Figure 1. Drive-strength map.
(4 px per um)
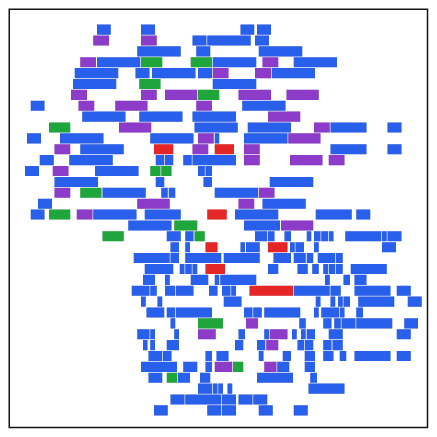
Figure 2. I/O pins on the die edge.
(4 px per um) Pins as bars across the die edge, other pins in gray.
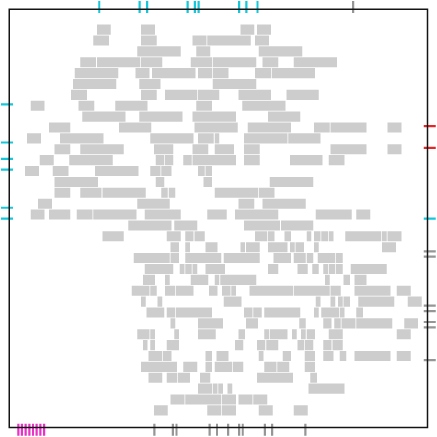
Figure 3. Placed standard cells.
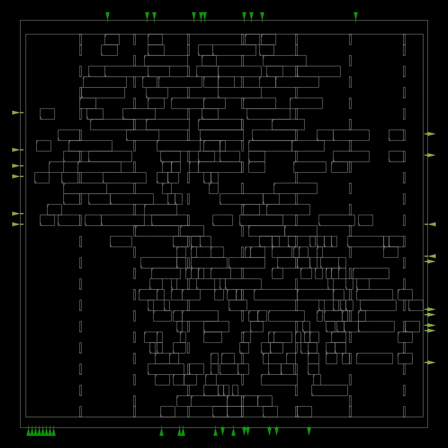
Figure 4. Nets reached from selected ports.
(3 px per um)
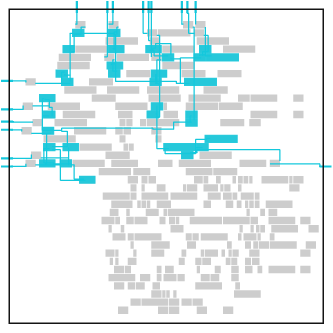
`src/rtl/ppu_pkg.sv`:
```
// ============================================================================
// Module : ppu_pkg
// Brief  : Shared PPU types and default sizing for the background pipeline.
// Rev    : 1.0 - initial release
// ============================================================================
`default_nettype none

package ppu_pkg;

    localparam int c_bg_fifo_depth  = 16;
    localparam int c_screen_x_max   = 160;
    localparam int c_row_pixels     = 8;

    typedef logic [1:0] pixel_t;

endpackage

`default_nettype wire

```
`src/rtl/bg_pixel_fifo_evt_counter.sv`:
```
// ============================================================================
// Module : EvtCounter
// Brief  : Saturating event counter with enable and synchronous clear.
// Rev    : 1.0 - initial release
// ============================================================================
`default_nettype none

module EvtCounter #(
    parameter int MAX = 160,
    parameter int W   = 8
) (
    input  logic         clk_in,
    input  logic         rst_in,
    input  logic         en_in,
    input  logic         clr_in,
    input  logic         inc_in,
    output logic [W-1:0] count_out
);

    always_ff @(posedge clk_in or posedge rst_in) begin
        if (rst_in) begin
            count_out <= '0;
        end else if (en_in) begin
            if (clr_in) begin
                count_out <= '0;
            end else if (inc_in && (count_out != W'(MAX))) begin
                count_out <= count_out + W'(1);
            end
        end
    end

endmodule

`default_nettype wire

```
`src/rtl/bg_pixel_fifo.sv`:
```
// ============================================================================
// Module : bg_pixel_fifo
// Brief  : Background pixel FIFO: 8-pixel row pushes, 1-pixel pops per T-cycle.
//          Define BG_FIFO_FINE_SCROLL_EN to discard SCX[2:0] leading pixels.
// Rev    : 1.0 - initial release
// ============================================================================
`default_nettype none

module bg_pixel_fifo
    import ppu_pkg::*;
#(
    parameter int DEPTH = c_bg_fifo_depth,
    parameter int X_MAX = c_screen_x_max
) (
    input  logic                     clk_in,
    input  logic                     rst_in,
    input  logic                     tclk_in,
    input  logic                     line_start_in,
    input  logic                     flush_in,
    input  logic                     stall_in,
    input  logic [7:0]               SCX_in,
    input  logic                     valid_pixels_in,
    input  pixel_t                   pixels_in [7:0],
    output logic                     empty_out,
    output pixel_t                   pixel_out,
    output logic                     pixel_valid_out,
    output logic [$clog2(X_MAX)-1:0] X_out,
    output logic                     line_done_out,
    output logic                     overflow_out
);

    localparam int c_ptr_w = $clog2(DEPTH);
    localparam int c_cnt_w = c_ptr_w + 1;
    localparam int c_x_w   = $clog2(X_MAX);

    pixel_t             r_mem [DEPTH];
    logic [c_ptr_w-1:0] r_rd_ptr;
    logic [c_ptr_w-1:0] r_wr_ptr;
    logic [c_cnt_w-1:0] r_count;
    logic [2:0]         r_discard;

    logic               w_push_req;
    logic               w_push_ok;
    logic               w_push_drop;
    logic               w_pop;
    logic               w_visible;
    logic [2:0]         w_discard_load;
    logic               w_unused;

    // Line start and flush pre-empt any push or pop in the same tick.
    assign w_push_req  = valid_pixels_in && !line_start_in && !flush_in;
    assign w_push_ok   = w_push_req && (r_count <= c_cnt_w'(DEPTH - c_row_pixels));
    assign w_push_drop = w_push_req && !w_push_ok;
    assign w_pop       = !line_start_in && !flush_in && (r_count != '0)
                         && !stall_in && !line_done_out;

`ifdef BG_FIFO_FINE_SCROLL_EN
    assign w_visible      = w_pop && (r_discard == 3'd0);
    assign w_discard_load = SCX_in[2:0];
    assign w_unused       = ^SCX_in[7:3];
`else
    assign w_visible      = w_pop;
    assign w_discard_load = 3'd0;
    assign w_unused       = ^{SCX_in, r_discard};
`endif

    assign empty_out     = (r_count == '0);
    assign line_done_out = (X_out == c_x_w'(X_MAX));

    always_ff @(posedge clk_in or posedge rst_in) begin
        if (rst_in) begin
            r_rd_ptr        <= '0;
            r_wr_ptr        <= '0;
            r_count         <= '0;
            r_discard       <= 3'd0;
            pixel_out       <= '0;
            pixel_valid_out <= 1'b0;
            overflow_out    <= 1'b0;
        end else if (tclk_in) begin
            if (line_start_in) begin
                r_rd_ptr        <= '0;
                r_wr_ptr        <= '0;
                r_count         <= '0;
                r_discard       <= w_discard_load;
                pixel_valid_out <= 1'b0;
            end else if (flush_in) begin
                r_rd_ptr        <= '0;
                r_wr_ptr        <= '0;
                r_count         <= '0;
                pixel_valid_out <= 1'b0;
            end else begin
                if (w_push_ok) r_wr_ptr <= r_wr_ptr + c_ptr_w'(c_row_pixels);
                if (w_pop)     r_rd_ptr <= r_rd_ptr + c_ptr_w'(1);
                r_count <= r_count
                           + (w_push_ok ? c_cnt_w'(c_row_pixels) : c_cnt_w'(0))
                           - (w_pop     ? c_cnt_w'(1)            : c_cnt_w'(0));
                if (w_push_drop) overflow_out <= 1'b1;
                pixel_valid_out <= w_visible;
                if (w_visible) pixel_out <= r_mem[r_rd_ptr];
                if (w_pop && !w_visible) r_discard <= r_discard - 3'd1;
            end
        end
    end

    // Storage needs no reset: pointers and count define what is live.
    always_ff @(posedge clk_in) begin
        if (tclk_in && w_push_ok) begin
            for (int i = 0; i < c_row_pixels; i++) begin
                r_mem[r_wr_ptr + c_ptr_w'(i)] <= pixels_in[i];
            end
        end
    end

    EvtCounter #(
        .MAX (X_MAX),
        .W   (c_x_w)
    ) u_x_counter (
        .clk_in    (clk_in),
        .rst_in    (rst_in),
        .en_in     (tclk_in),
        .clr_in    (line_start_in),
        .inc_in    (w_visible),
        .count_out (X_out)
    );

endmodule

`default_nettype wire

```
`config.mk`:
```
export PLATFORM = sky130hd
export DESIGN_NAME = bg_pixel_fifo
export DESIGN_NICKNAME = d
export VERILOG_FILES = /design/src/rtl/ppu_pkg.sv /design/src/rtl/bg_pixel_fifo_evt_counter.sv /design/src/rtl/bg_pixel_fifo.sv
export SDC_FILE = /design/constraint.sdc
export NUM_CORES = 1
export LEC_CHECK = 0
export CAP_MARGIN = 0
export CORE_MARGIN = 1
export CORE_UTILIZATION = 29
export CTS_CLUSTER_SIZE = 20
export DETAILED_ROUTE_END_ITERATION = 8
export PLACE_DENSITY = 0.54
export SLEW_MARGIN = 5
export SYNTH_ARGS = -nofsm -noshare
export SYNTH_HDL_FRONTEND = slang
export SYNTH_SLANG_ARGS = --single-unit
```
`constraint.sdc`:
```
create_clock -name clk_in -period 3.79 [get_ports clk_in]
set_clock_uncertainty 0.05 [all_clocks]
set_input_delay 0.379 -clock clk_in [delete_from_list [all_inputs] [get_ports clk_in]]
set_output_delay 0.379 -clock clk_in [all_outputs]
set_load 0.05 [all_outputs]
```
==> run summary <==
Numbers from the implementation run.

TritonCTS built the clock tree. Per STA, the startpoint of the critical path is u_x_counter.count_out[0]. The number of flops mapped to enable cells by yosys is 32. Counting distinct cell types in the post-synthesis netlist gives 47. Sorting the synthesized cells by area gives the leading types as edfxtp_1 32%, dfrtp_1 18%, mux2_2 8.2%, mux4_2 7.4%, mux2_4 4.0%. Looking at the post-CTS report, the setup buffer insertion count equals 0. The flow ran to the end, and the final reports show no timing, DRC or antenna violations. The post-route fraction of the period consumed by the critical path is 0.8098. Counting every instance in the synthesized netlist gives 236. For this design the ratio of total power to cell area is 372.4 mW/mm^2.

The number of cells traversed by the worst register-to-register path is 9. The number of buffer and inverter instances along the worst setup path is 2. The clock transition at the register clock pins on the worst setup and hold paths after CTS is 0.10 ns.

The first global-routing pass estimated 10090 um of wire. The number of antenna violations at the first check in global routing is 0. The number of nets in the synthesized netlist is 276. The standard cell core area is 0.009955 mm^2.

The post-cts repair resize count is 0. The top cell types in the final layout, fill and taps aside, are 36 x clkdlybuf4s50_1, 32 x edfxtp_1, 22 x mux2_2, 22 x dfrtp_1, 17 x inv_1. Setup repair after global routing left no endpoint under its margin. STA lists the startpoint of the worst hold path as overflow_out. The routed design uses 2939 um of met2 wire.

The total number of H-tree levels is 2. The total length of routed wires is 6032 um. The post-synthesis cell area is 0.003028 mm^2. The root cell of the clock tree is clkbuf_8. The clock tree has to reach 54 sinks. STA on the placed design reports a worst setup slack of 0.7761 ns. The post-layout net count is 304. The top achievable clock speed is 0.3258 GHz.

In this run, the number of DRC markers left after iteration 0 of detailed routing was 106. The final critical-path required period is 3.069 ns. The part of the Yosys area used for sequential elements is 0.4992. For this run, the total global-route usage over all layers was measured as 0.1165.

The final timing report lists a hold violation count of 0. The arrival time reported for the critical path endpoint is 2.64 ns. The number of antenna cells inserted is 0. The residual overflow from global routing is 0.

The area enclosed by the die boundary is 0.01085 mm^2. The post-route met1 wirelength is 2885 um. Per the detail_route log, met3 wirelength is 157 um. The fraction of post-synthesis cell area in the top cell type by area is 0.3174. In the final report, the number of pins over their slew limit comes to 0.

In this run the maximum-capacitance check reported violations numbering 0. The routed design shows a via density per instance of 4.804. The DRC violation total left in the routed layout is recorded as 0. The startpoint-to-endpoint class of the critical path is reg -> out.

The maximum number of pins on one net before global-route repair is 23. Traced cell by cell, the critical path runs through inv_1 -> ha_1 -> nor4bb_1 -> and3_1 -> clkdlybuf4s50_1. Per STA, the worst path accumulates the most delay in the family buffers and inverters. The standard-cell row count is 36. The total vias in the final route is 1912. The final weighted congestion of routability-driven global placement is 0.7684. The path class of the tightest hold or removal check is reg -> reg.

The startpoint of the lowest-slack register-to-register path is r_count[2]. The worst hold path was traced through 2 stages. The transition time recorded at the tightest slew-check pin is 0.8960 ns.

The uppermost layer routed is met4. The number of hold buffers added after CTS is 0. The flop-to-flop setup slack is 0.80 ns. The count of warnings emitted by yosys is 0.

The HPWL after detailed placement is 4400 um. The critical path's slowest cell is clkdlybuf4s50_1. Setup total negative slack on the finished layout was measured at 0 ns. The kind of launch point of the worst setup path is a flop. The async set or reset register ratio after synthesis is 0.4074. The OpenROAD report gives the critical path a required time of 3.36 ns.

The effective utilization at floorplan is 0.3042. The standby leakage power is 0.001318 uW. The commonest register cell is edfxtp_1. The post-synthesis cell count from yosys is 236. The detailed-routing iteration count for the pre-antenna-repair pass is 4. The post-synthesis sequential element count is 54.
Back to the opening pictures, Figure 1:
[_0 and _1 cells] blue | cells: 205 | share: 77%
[_3 and _4 cells] green | cells: 15 | share: 5.7%
[_2 cells] purple | cells: 38 | share: 14%
[_6 and larger] red | cells: 7 | share: 2.6%
buffer count excluding the clock tree in the final layout: 41
Final Cell Area: 0.003596 mm^2
synthesis-to-finish area growth: 18.76%
crit path setup slack, layout: 0.7209 ns

Back to the opening pictures, Figure 2:
[`SCX_in`] magenta | pins: 8 | direction: input | edge: south
[`pixels_in`] cyan | pins: 16 | direction: input | edge: 9 north, 6 west, 1 east
[`pixel_out`] red | pins: 2 | direction: output | edge: east
all pins by edge: 19 south, 10 east, 10 north, 6 west
Buffers on Ports: 36
Vert. Die Dim: 104.2 um
x dimension of the die: 104.2 um

Back to the opening pictures, Figure 3:
non-filler instance count after layout: 398
Layout Utilization: 0.3612
number of fill cells: 979

Back to the opening pictures, Figure 4:
[`pixels_in`] cyan | bits: 16 | direction: input | end cells: 32 | buffers: 16 | wire: 650 um
top-level I/O count: 45

## state kept, by name, indices dropped and copies added, names as in the netlist
signal	cells
r_mem	32
u_x_counter.count_out	8
r_count	5
r_rd_ptr	4
pixel_out	2
overflow_out	1
pixel_valid_out	1
r_wr_ptr	1
## path summary, 6_finish.rpt
kind,end
max in group asynchronous,r_count[3]
max reg2reg,r_count[4]
max,line_done_out
min,overflow_out
min reg2reg,overflow_out
min in group asynchronous,r_wr_ptr[3]
## final cells by class
| type | instances | area, um^2 |
|---|---|---|
| flip-flops and latches | 54 | 1511 |
| repair buffers | 41 | 397.9 |
| inverters | 17 | 63.81 |
| multi-input cells | 145 | 1345 |
| clock buffers | 5 | 68.82 |
| fillers | 979 | 6359 |
| clock inverters | 3 | 42.54 |
| well taps | 133 | 166.4 |
## metrics by stage
stage,utilization,std cells,hold slack (ns),instance area (um^2)
floorplan,-,236,0.3182,3028
global placement,0.3501,390,0.4034,3485
detailed placement,0.3501,390,0.4104,3485
CTS,0.3612,398,0.4327,3596
global route,0.3612,398,0.4687,3596
finish,0.3612,398,0.4251,3596
## cells by family after synthesis
family,share of synthesized area
flip-flops,0.4992
adder cells (fa/ha/maj),0.03967
multiplexers,0.2058
AND-OR/OR-AND,0.08347
AND/OR/NAND/NOR,0.1037
XOR/XNOR,0.01157
buffers and inverters,0.05661
## power by group
group / switching (uW) / total [uW] / internal (uW)
clock network: 201 / 398 / 198
logic: 149 / 266 / 117
registers: 24.8 / 675 / 650
total: 375 / 1340 / 964
## Yosys cell counts, types with 2 or more instances
| library cell | number |
|---|---|
| edfxtp_1 | 32 |
| dfrtp_1 | 22 |
| mux2_2 | 22 |
| inv_1 | 17 |
| clkbuf_1 | 13 |
| nand2_1 | 12 |
| nand3_1 | 11 |
| mux4_2 | 10 |
| ha_1 | 8 |
| mux2_4 | 8 |
| and3_1 | 7 |
| o21ai_0 | 7 |
| nor3_1 | 5 |
| nand4_1 | 4 |
| nor2_1 | 4 |
| o211ai_1 | 4 |
| a21oi_1 | 3 |
| a31o_2 | 3 |
| mux2i_1 | 3 |
| o22ai_1 | 3 |
| a311o_1 | 2 |
| a31oi_1 | 2 |
| buf_2 | 2 |
| buf_6 | 2 |
| nor2b_1 | 2 |
| nor4b_1 | 2 |
| o31ai_1 | 2 |
| or3_1 | 2 |
| or4_1 | 2 |
| xnor2_1 | 2 |
| xor2_1 | 2 |
## worst min-delay path: stages (launching register included)
cell and delay, ns:
dfrtp_1 0.35, inv_1 0.04, o31ai_1 0.05
## per-layer routing
| metal | track usage | vias up |
|---|---|---|
| met2 | 0.1890 | 26 |
| met3 | 0.01880 | 2 |
| met4 | 0.03571 | 0 |
| met5 | 0 | - |
| li1 | - | 949 |
| met1 | 0.1592 | 935 |
Power is estimated from default activity; no workload was simulated.
